## config.mk

```make
export PLATFORM = sky130hd
export DESIGN_NAME = counter_bus_interface
export DESIGN_NICKNAME = d
export VERILOG_FILES = /design/src/rtl/pit8254_pkg.sv /design/src/rtl/counter_bus_interface.sv
export SDC_FILE = /design/constraint.sdc
export NUM_CORES = 1
export LEC_CHECK = 0
export ABC_CLOCK_PERIOD_IN_PS = 4000
export CORE_MARGIN = 5
export CORE_UTILIZATION = 50
export CTS_CLUSTER_DIAMETER = 120
export DETAILED_ROUTE_END_ITERATION = 12
export GPL_TIMING_DRIVEN = 1
export HOLD_SLACK_MARGIN = 0.02
export PLACE_DENSITY = 0.77
export SYNTH_ARGS = -nofsm -noshare
export SYNTH_HDL_FRONTEND = slang
export SYNTH_SLANG_ARGS = --single-unit
export TNS_END_PERCENT = 1
```

## constraint.sdc

```tcl
create_clock -name CLK -period 4 [get_ports CLK]
set_input_delay 0.6 -clock CLK [delete_from_list [all_inputs] [get_ports CLK]]
set_output_delay 0.6 -clock CLK [all_outputs]
set_load 0.02 [all_outputs]
```

## src/rtl/pit8254_pkg.sv

```systemverilog
// Shared definitions for the 8254 counter bus front end.
//   rw_t        : read/write byte-mode encoding held in control_word[5:4]
//   CTRL_ADDR   : port address of the control register
//   READBACK_SC : select-counter code that marks a read-back command
//   status_t    : layout of the status byte returned after a status latch
package pit8254_pkg;

  localparam int unsigned BYTE_W  = 8;
  localparam int unsigned COUNT_W = 16;

  typedef enum logic [1:0] {
    RW_LATCH   = 2'b00,
    RW_LSB     = 2'b01,
    RW_MSB     = 2'b10,
    RW_LSB_MSB = 2'b11
  } rw_t;

  localparam logic [1:0] CTRL_ADDR   = 2'b11;
  localparam logic [1:0] READBACK_SC = 2'b11;

  typedef struct packed {
    logic       out;
    logic       null_count;
    logic [5:0] ctrl;
  } status_t;

  // Pick the high or low byte of a 16-bit count.
  function automatic logic [BYTE_W-1:0] sel_byte(input logic [COUNT_W-1:0] v, input logic hi);
    return hi ? v[COUNT_W-1:BYTE_W] : v[BYTE_W-1:0];
  endfunction

endpackage

```

## src/rtl/counter_bus_interface.sv

```systemverilog
// CPU-side read/write front end for one 8254 counter.
// Decodes bus writes into control words, count-register bytes, counter-latch
// and read-back commands; serves status / latched / live count bytes on reads.
// Ports:
//   CLK, RESET                : clock, asynchronous active-high reset
//   CS_n, RD_n, WR_n, A, D_in : CPU bus (strobes synchronous to CLK)
//   current_count, OUT,
//   null_count                : live counter state for reads and status
//   D_out, D_oe               : read data and its enable (combinational)
//   control_word              : stored control word
//   initial_count             : assembled count register
//   CRL_enable, CRM_enable,
//   count_written             : one-cycle write pulses
//   write_pending             : between LSB and MSB writes in LSB/MSB mode
module counter_bus_interface
  import pit8254_pkg::*;
#(
  parameter int unsigned COUNTER_ID = 0
) (
  input  logic        CLK,
  input  logic        RESET,
  input  logic        CS_n,
  input  logic        RD_n,
  input  logic        WR_n,
  input  logic [1:0]  A,
  input  logic [7:0]  D_in,
  input  logic [15:0] current_count,
  input  logic        OUT,
  input  logic        null_count,
  output logic [7:0]  D_out,
  output logic        D_oe,
  output logic [7:0]  control_word,
  output logic [15:0] initial_count,
  output logic        CRL_enable,
  output logic        CRM_enable,
  output logic        count_written,
  output logic        write_pending
);

  localparam logic [1:0]  ID     = 2'(COUNTER_ID);
  localparam int unsigned RB_BIT = COUNTER_ID + 1;

  logic        wr_q, rd_q;
  logic        read_toggle;
  logic        ol_latched, status_latched;
  logic [15:0] ol;
  status_t     status;
  rw_t         rw;

  logic write_event, read_event;
  logic ctrl_hit, readback_hit, data_hit;
  logic ctrl_store, latch_count, latch_status;
  logic [15:0] read_src;

  assign rw = rw_t'(control_word[5:4]);

  // Strobe rising edges; a write wins if both strobes somehow release together.
  assign write_event = ~wr_q & WR_n & ~CS_n;
  assign read_event  = ~rd_q & RD_n & ~CS_n & (A == ID) & ~write_event;

  assign ctrl_hit     = write_event & (A == CTRL_ADDR) & (D_in[7:6] == ID);
  assign readback_hit = write_event & (A == CTRL_ADDR) & (D_in[7:6] == READBACK_SC) & D_in[RB_BIT];
  assign data_hit     = write_event & (A == ID);

  assign ctrl_store   = ctrl_hit & (D_in[5:4] != RW_LATCH);
  assign latch_count  = (ctrl_hit & (D_in[5:4] == RW_LATCH)) | (readback_hit & ~D_in[5]);
  assign latch_status = readback_hit & ~D_in[4];

  // Write sequencer: control words, latches, CR assembly and read advance.
  always_ff @(posedge CLK or posedge RESET) begin
    if (RESET) begin
      wr_q           <= 1'b1;
      rd_q           <= 1'b1;
      control_word   <= 8'h00;
      initial_count  <= 16'h0000;
      CRL_enable     <= 1'b0;
      CRM_enable     <= 1'b0;
      count_written  <= 1'b0;
      write_pending  <= 1'b0;
      read_toggle    <= 1'b0;
      ol_latched     <= 1'b0;
      status_latched <= 1'b0;
      ol             <= 16'h0000;
      status         <= '0;
    end else begin
      wr_q          <= WR_n;
      rd_q          <= RD_n;
      CRL_enable    <= 1'b0;
      CRM_enable    <= 1'b0;
      count_written <= 1'b0;

      if (ctrl_store) begin
        // New mode: abandon any half-written count and all latched data.
        control_word   <= D_in;
        write_pending  <= 1'b0;
        read_toggle    <= 1'b0;
        ol_latched     <= 1'b0;
        status_latched <= 1'b0;
      end else begin
        if (latch_count && !ol_latched) begin
          ol         <= current_count;
          ol_latched <= 1'b1;
        end
        if (latch_status && !status_latched) begin
          status         <= {OUT, null_count, control_word[5:0]};
          status_latched <= 1'b1;
        end

        if (data_hit) begin
          case (rw)
            RW_LSB: begin
              initial_count <= {8'h00, D_in};
              CRL_enable    <= 1'b1;
              count_written <= 1'b1;
            end
            RW_MSB: begin
              initial_count <= {D_in, 8'h00};
              CRM_enable    <= 1'b1;
              count_written <= 1'b1;
            end
            RW_LSB_MSB: begin
              if (!write_pending) begin
                initial_count[7:0] <= D_in;
                CRL_enable         <= 1'b1;
                write_pending      <= 1'b1;
              end else begin
                initial_count[15:8] <= D_in;
                CRM_enable          <= 1'b1;
                count_written       <= 1'b1;
                write_pending       <= 1'b0;
              end
            end
            default: ;
          endcase
        end

        // Status byte is consumed before any count byte.
        if (read_event) begin
          if (status_latched) begin
            status_latched <= 1'b0;
          end else if (rw == RW_LSB_MSB) begin
            read_toggle <= ~read_toggle;
            if (read_toggle) ol_latched <= 1'b0;
          end else begin
            ol_latched <= 1'b0;
          end
        end
      end
    end
  end

  assign D_oe     = ~RESET & ~CS_n & ~RD_n & (A == ID);
  assign read_src = ol_latched ? ol : current_count;

  // Read mux: status, then latched count, then live count.
  always_comb begin
    D_out = 8'h00;
    if (D_oe) begin
      if (status_latched) begin
        D_out = status;
      end else begin
        case (rw)
          RW_MSB:     D_out = sel_byte(read_src, 1'b1);
          RW_LSB_MSB: D_out = sel_byte(read_src, read_toggle);
          default:    D_out = sel_byte(read_src, 1'b0);
        endcase
      end
    end
  end

endmodule

```

**Run 1: metal 2**

The bar under the picture is 20 um long.
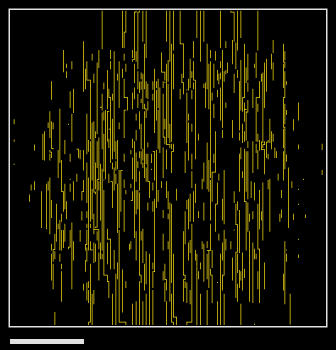
longest straight run: 31.6 um
share of all routed wire: 50%
nets with wire on the layer: 318
main direction: vertical
final wirelength: 6.55 mm
met2 track demand over resource: 30.8%

**Run 1: routing congestion**

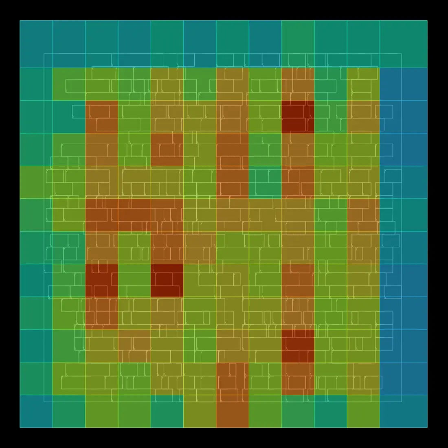
post-DR wirelength/cell: 16.5 um
Global Route met1 Usage: 24.3%
routing usage on met3: 4.32%
routing layer with the top usage in global route: met2

**Run 1: M3 wires**

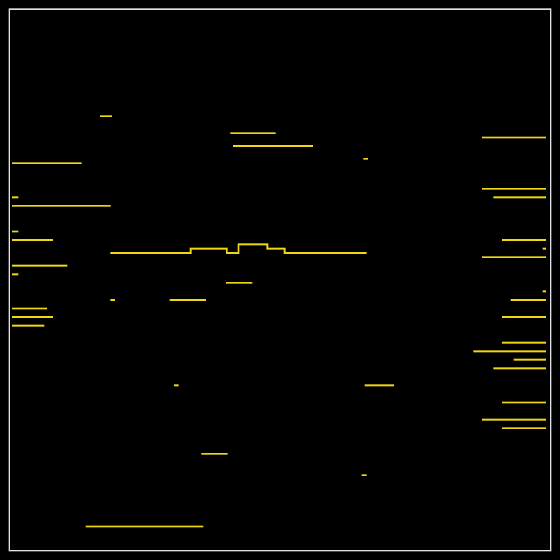
share of all routed wire: 4.2%
nets with wire on the layer: 31
longest straight run: 18.4 um
main direction: horizontal
wire length on this layer: 273 um
via count of the routed design: 2143

==> run 1: synthesized netlist by cell type, drive strengths merged (2+ instances only) <==
cell	number	area share [%]
inv	24	3.1
or2	2	0.43
a21o	2	0.52
nand2	12	1.6
nor2b	12	2.6
a21oi	3	0.52
clkbuf	10	1.3
nor2	6	0.78
a221oi	9	2.7
o21ai	7	1.2
buf	4	0.91
nand4	2	0.43
o31ai	2	0.52
nor4	3	0.65
nand3b	2	0.52
nor3	11	1.9
mux2i	17	5.9
ha	4	1.7
dfrtp	55	48
or4	2	0.52
nand2b	4	0.87
and4b	2	0.70
dfstp	2	1.8
or3	2	0.43
mux2	44	17
==> impl_metrics.yaml, run 1 <==
# flow metrics
run_status:
  run_status: "finished clean"
placement:
  setup_slack_placement_ns: 0.573
  placed_area_um2: 3630
  hpwl_mm: 4.76
  io_buffer_count: 69
synthesis:
  post_synth_and_or_nand_nor_area_fraction_pct: 12.3
  ys.flop_type: "sky130_fd_sc_hd__dfrtp_1"
  post_synthesis_adder_cell_area_fraction_pct: 1.74
  ys_top_logic_family: "multiplexers"
  yosys.stat.chipArea_um2: 2880
  mux_share_pct: 23.1
  synth-compound-area-share_pct: 7.86
  yosys.area_share.xor_xnor_pct: 0
  yosys_warn_count: 0
  number_of_enable_flip_flop_cells: 0
final_timing:
  final.period_utilization_pct: 85.4
  final_critical_path_setup_slack_ns: 0.584
  worst_pin_slew_ns: 0.932
  fmaxAchievable_ghz: 0.293
  whs_ns: 0.502
critical_path:
  cp_num_buf_inv: 2
  startpoint_of_the_worst_register_to_register_path: "control_word[5]$_DFFE_PP0P_"
  cp_cell_sequence: "clkdlybuf4s50_1 > or3_1 > or3_1 > nor3_1 > clkdlybuf4s50_1"
  start_kind: "input port"
  critical_path_depth: 5
  endpoint: "D_out[2]"
  r2r_setup_slack_ns: 1.80
  criticalPathCategory: "in -> out"
  critical_path.startpoint: "CS_n"
cells_and_area:
  n_all_inverters: 24
  final_layout_top_logic_cell: "sky130_fd_sc_hd__clkdlybuf4s50_1"
  comb-cell-share_pct: 33.5
  fillCellCount: 423
  final-nonclk-buf-share_pct: 18.6
  register_area_um2: 1430
  final_cell_mix: "sky130_fd_sc_hd__clkdlybuf4s50_1 (69), sky130_fd_sc_hd__dfrtp_1 (55), sky130_fd_sc_hd__mux2_2 (44)"
  area_growth_syn_to_layout_pct: 34.4
  seq_cells: 57
  nonClockBufferCount: 73
min_path:
  timing.hold.worst_path_depth: 1
  hold_start: "ol[14]$_DFFE_PP0P_"
clock_network:
  clockBufferDepth: 2
  cts.hold.buffers_added: 0
  post_cts_buffers: 0
  cts.sink_count: 57
  cts_max_level: 3
  worst_setup_hold_path_clk_slew_ns: 0.06
  cts_root_cell: "sky130_fd_sc_hd__clkbuf_8"
  cts_tree: "done"
  cts_inserted_buffers: 9
die:
  well_tap_count: 72
  die-height_um: 85.9
  chipWidth_um: 85.9
route:
  wl_met3_um: 272
  via_per_inst: 5.38
  router_iterations_before_antenna_repair: 4
  ant_nets: 0
  wl_met2_mm: 3.29
  drt_drc_violations_left: 0
grt:
  grt_start_max_net_pins: 37
  groute.usage.overall_pct: 19.4
  overflow: 0
  grt_antenna_before_repair: 0
pwr:
  netSwitchingFraction_pct: 28.3
  combinationalPower_uw: 473
  power_density_normalized_to_cell_area_nw_per_um2: 477
  vdd_ir_max_mv: 0.219
  p_sw_uw: 522
  p_comb_share_pct: 25.6
flow_run:
  maxCapViolations: 0
==> inputs of run 2 (changes only) <==
--- a/config.mk
+++ b/config.mk
@@ -5,14 +5,14 @@
 export SDC_FILE = /design/constraint.sdc
 export NUM_CORES = 1
 export LEC_CHECK = 0
-export ABC_CLOCK_PERIOD_IN_PS = 4000
+export ABC_CLOCK_PERIOD_IN_PS = 2800
 export CORE_MARGIN = 5
-export CORE_UTILIZATION = 50
+export CORE_UTILIZATION = 45
 export CTS_CLUSTER_DIAMETER = 120
 export DETAILED_ROUTE_END_ITERATION = 12
 export GPL_TIMING_DRIVEN = 1
 export HOLD_SLACK_MARGIN = 0.02
-export PLACE_DENSITY = 0.77
+export PLACE_DENSITY = 0.73
 export SYNTH_ARGS = -nofsm -noshare
 export SYNTH_HDL_FRONTEND = slang
 export SYNTH_SLANG_ARGS = --single-unit
==> constraint.sdc (replaced) <==
create_clock -name CLK -period 2.8 [get_ports CLK]
set_input_delay 0.42 -clock CLK [delete_from_list [all_inputs] [get_ports CLK]]
set_output_delay 0.42 -clock CLK [all_outputs]
set_load 0.02 [all_outputs]
==> impl_metrics.yaml, run 2 <==
# flow metrics
run_status:
  run_status: "finished clean"
grt:
  gr-max-usage-layer: "met2"
  met1_usage_pct: 22.6
  grt_start_max_net_pins: 58
  grt_pass1_wl_mm: 11.7
  groute.usage.overall_pct: 17.8
  grt_antenna_before_repair: 0
final_timing:
  fmaxAchievable_ghz: 0.370
  final.period_utilization_pct: 96.6
  final_critical_path_setup_slack_ns: 0.0966
  worst_pin_slew_ns: 0.717
  whs_ns: 0.504
  max_slew_margin_pct: 52.2
pwr:
  combinationalPower_uw: 727
  internal_power_summed_over_all_cells_uw: 1720
  p_comb_share_pct: 29.2
  power_density_normalized_to_cell_area_nw_per_um2: 643
  clk_power_uw: 771
  power.group.top: "registers"
  vdd_ir_max_mv: 0.368
  p_sw_uw: 766
  netSwitchingFraction_pct: 30.8
cells_and_area:
  area_growth_syn_to_layout_pct: 34.4
  register_area_um2: 1430
  final_layout_top_logic_cell: "sky130_fd_sc_hd__clkdlybuf4s50_1"
  fillCellCount: 518
  final_cell_mix: "sky130_fd_sc_hd__clkdlybuf4s50_1 (60), sky130_fd_sc_hd__dfrtp_1 (55), sky130_fd_sc_hd__mux2_2 (44)"
  instances_no_fill: 412
clock_network:
  cts_root_cell: "sky130_fd_sc_hd__clkbuf_8"
  cts.hold.buffers_added: 0
  cts_tree: "done"
  cts_max_level: 3
  cts.sink_count: 57
  post_cts_buffers: 0
  cts_inserted_buffers: 9
  clockBufferDepth: 2
  worst_setup_hold_path_clk_slew_ns: 0.06
synthesis:
  synthDominantCellAreaShare_pct: 47.8
  synth-compound-area-share_pct: 7.86
  ys.flop_type: "sky130_fd_sc_hd__dfrtp_1"
  number_of_enable_flip_flop_cells: 0
  ys_top_cells_by_area: "sky130_fd_sc_hd__dfrtp_1 (48%), sky130_fd_sc_hd__mux2_2 (17%), sky130_fd_sc_hd__mux2i_1 (5.9%)"
  largest_area_cell: "sky130_fd_sc_hd__dfrtp_1"
  post_synth_and_or_nand_nor_area_fraction_pct: 12.3
  synth_flop_count: 57
  yosys.area_share.xor_xnor_pct: 0
  ys_top_logic_family: "multiplexers"
  synth-async-reset-ratio_pct: 100
  yosys.stat.chipArea_um2: 2880
  mux_share_pct: 23.1
  yosys_warn_count: 0
  post-synth-top-count-cell: "sky130_fd_sc_hd__dfrtp_1"
  post_synthesis_adder_cell_area_fraction_pct: 1.74
critical_path:
  criticalPathCategory: "in -> out"
  cp_num_buf_inv: 3
  r2r_setup_slack_ns: 0.67
  cp_cell_sequence: "clkdlybuf4s50_1 > or3_1 > or3_1 > buf_4 > nor3_1 > clkdlybuf4s15_1"
  critPathMostFrequentCell: "sky130_fd_sc_hd__or3_1"
  start_kind: "input port"
placement:
  placed_area_um2: 3700
  hpwl_mm: 4.90
  setup_slack_placement_ns: -0.237
  io_buffer_count: 69
die:
  die_area_um2: 8100
  chipWidth_um: 90.0
  die-height_um: 90.0
route:
  ant_nets: 0
  via_per_inst: 5.39
  drt_drc_violations_left: 0
  wl_met3_um: 294
  router_iterations_before_antenna_repair: 4
  wl_met2_mm: 3.44
  wl_met1_mm: 3.02
  highest-signal-layer: "met4"
flow_run:
  maxCapViolations: 0
-- run 2: layout make-up --
class                      instances  share of cell area [%]
inverter                          24                    2.33
clock inverter                     5                    1.42
clock buffer                      11                    3.65
timing repair buffer              82                    19.7
sequential                        57                    36.9
multi-input combinational        156                    33.5
tap                               77                    2.49
-- run 2: worst paths after layout --
check	endpoint	startpoint	cells past startpoint
worst max-delay path	D_out[5]	CS_n	6
worst min register to register	control_word[6]$_DFFE_PP0P_	control_word[6]$_DFFE_PP0P_	1
worst min-delay path	control_word[6]$_DFFE_PP0P_	control_word[6]$_DFFE_PP0P_	1
min in group asynchronous	status_latched$_DFF_PP0_	RESET	3
worst max register to register	initial_count[11]$_DFFE_PP0P_	control_word[4]$_DFFE_PP0P_	6
max in group asynchronous	ol[3]$_DFFE_PP0P_	RESET	3
**Run 2: M3 wires**

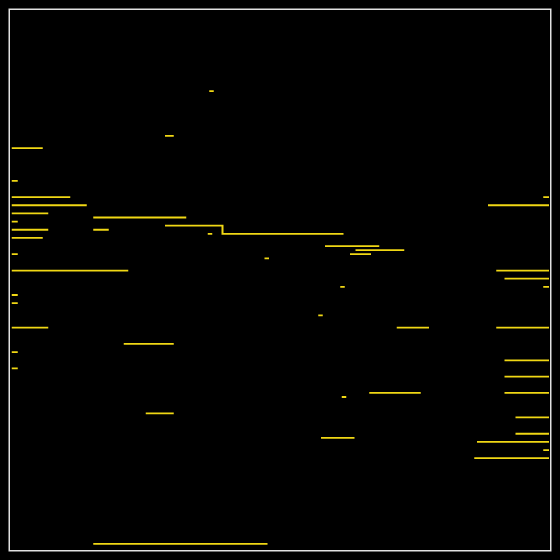
main direction: horizontal
share of all routed wire: 4.3%
wire length on this layer: 295 um
longest straight run: 28.8 um
via count of the routed design: 2221
final wirelength: 6.93 mm
routing usage on met3: 4.01%

**Run 2: routing congestion**

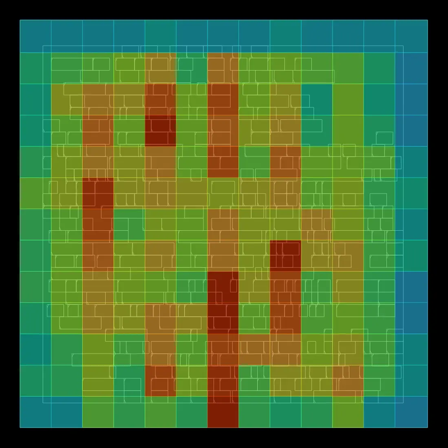
post-DR wirelength/cell: 16.8 um
met2 track demand over resource: 28.4%

Power is estimated from default activity; no workload was simulated.
